Zoomed window:
The bar under the picture is 5 um long. Region (70, 62) to (90, 82) um. Cells in grey, sequential cells in the stronger grey; small squares are vias.
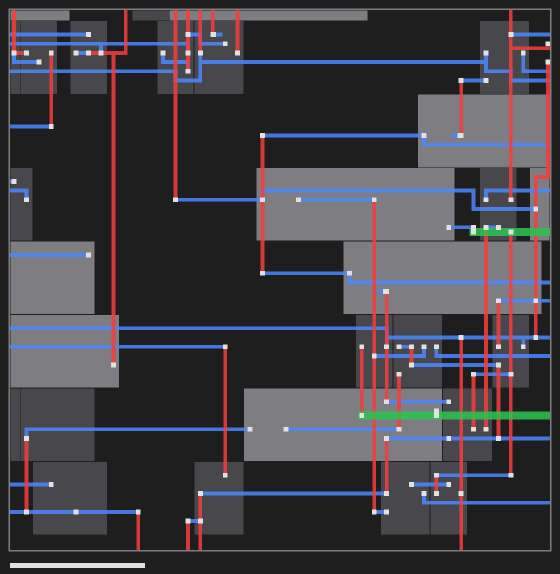
Signal wires on met1:
The bar under the picture is 20 um long. Cells faint in the background.
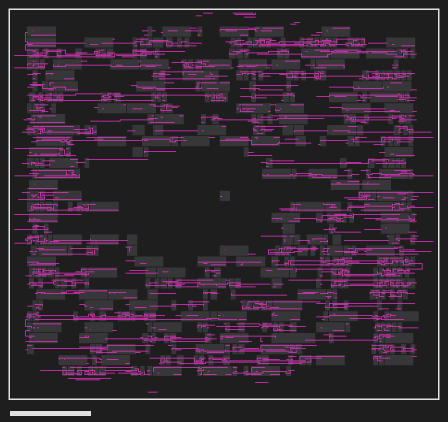
Design alu_issue_ctrl, sky130hd; sources not shown.
==> impl_metrics.ini <==
; generated from flow reports
[layout]
area_delta_synth_final_pct = 3.00
nNonClkBuffers = 1
final_cell_mix = 155 x nor2_1, 107 x dfxtp_1, 94 x nand2_1
inverters = 18
sh_comb_area = 0.377
sh_seq_area = 0.531
logic_area_um2 = 1520
drive_gt1_frac = 0.0577
instances_no_fill = 622
flops = 107
mostFrequentLayoutCell = nor2_1
final_cell_area_um2 = 4030
fin_util = 0.473
buffer_area_frac = 0.00186
fillers = 866
final_nets = 604
antennaDiodeCount = 0
regArea_um2 = 2140
final-clk-cell-share = 0.0360
comb.multi_input.count = 361

[critical_path]
crit_arrival_ns = 2.27
path_buffers = 2
cpPeakStageDelay_ns = 0.61
critical-path-slowest-cell = clkinv_2
cp_num_cells = 6
worst-r2r-cell-count = 6
cp.required_ns = 3.77
critPathMaxFanout = 65
end_kind = register
critical-path-top-delay-family = simple AND/OR/NAND/NOR gates
reg2reg_slack_ns = 1.50
cp_cell_sequence = nor2_4 > inv_2 > nor2_4 > clkinv_2 > nor2_1 > nor2_1
cp-start-kind = register
path_class = register to register

[global_route]
grt_pass1_vias = 2873
top_usage_layer = met2
grt_max_degree = 72
track_usage = 0.171
grtUsageMet3 = 0.0645
grt-ovfl-total = 0
grt_pass1_wl_mm = 14.0
antenna_found_initial = 0
use_met2 = 0.275

[floorplanning]
die-area_um2 = 10300
num_rows = 32
fp.coreArea_um2 = 8530
die_y_um = 96.5
taps = 119
fp_util = 0.459
io_pins = 212
dieWidth_um = 106

[clocking]
cts_sinks = 107
cts_buffers = 9
cts.htree.levels = 3
postCtsSetupBuffers = 0
tritoncts = done
ctsHoldBuffers = 0
insertion_delay_ns = 0.44
clkTransAtPathRegs_ns = 0.17
cts.repair.resized = 0
clockRootBuffer = clkbuf_4
clockBufferDepth = 2

[pwr]
powerSeq_mw = 1.37
p_clk_mw = 0.637
total_power_mw = 2.14
ir_worst_vdd_v = 0.000203
swShare = 0.269
power-top-group = registers
powerComb_mw = 0.132
power.density_nw_per_um2 = 530
p_sw_mw = 0.575
p_leak_nw = 1.65
seq_power_share = 0.640
p_int_mw = 1.56
p_comb_frac = 0.062

[job]
max_cap_violations = 0
warnings = 26

[logic_synthesis]
synth_nets = 623
ys_sh_aoi = 0.127
ys_seq_share = 0.547
mux_share = 0
simple_gate_area_frac = 0.261
synth-xor-area-share = 0
syn_inst = 517
logic_family = simple AND/OR/NAND/NOR gates
ys_chip_area_um2 = 3920
top_cell_area_share = 0.547
async_flop_share = 0
syn_area_per_cell_um2 = 7.57
synth_cell_types = 18
ys_warn_count = 6
synth-edff-count = 0
netlist_area_um2 = 3920
fa_ha_area_frac = 0
area_leaders = dfxtp_1 55%, nor2_1 15%, nand2_1 9.0%
flop_cell = dfxtp_1
top_area_cell = dfxtp_1
yosysMostFrequentCell = nor2_1

[final_timing]
tightest_slew_ns = 0.877
finalMaxSlewViolations = 0
relSlewSlack = 0.415
rsz0062_at_grt = no
fmax_mhz = 511
setup_ws_ns = 1.50
fin_tns_setup_ns = 0
hold_ws_ns = 0.132
finalCritPeriodShare = 0.566
layout_min_cycle_time_ns = 1.96
skew_ns = 0.0207
finalHoldViolations = 0

[drt]
routed-wl-met2_mm = 4.36
vias_per_cell = 4.94
initialDrtViolationCount = 183
wl_met3_mm = 1.03
drc_errors = 0
highest_layer = met4
met1_length_mm = 3.94
wire_per_inst_um = 15.3
drtPass1Iterations = 4
ant_nets = 0

[placed_design]
port_buffers = 0
dpl_worst_slack_ns = 1.46
dp_hpwl_mm = 6.43
routabilityCongestion = 0.760
dp_cells = 606
place_area_um2 = 3880

[min_path]
hold_depth = 1
hp-class = primary input to register

[outcome]
status = complete, no violations
About 'zoomed window':
legend:
  blue:
    layer: M1
  green:
    layer: M3
  red:
    layer: M2
most frequent: nand2_1 (8), a21oi_1 (5), dfxtp_1 (5)
sequential cells in the window: 5
cells with their middle in the window: 21

About 'signal wires on met1':
longest straight run: 42.8 um
main direction: horizontal
wire length on this layer: 3940 um
DR vias: 3072
final wirelength: 9.49 mm
M1 GR Usage: 0.210

Power figures rest on the tool's default switching activity, not on a simulated workload.
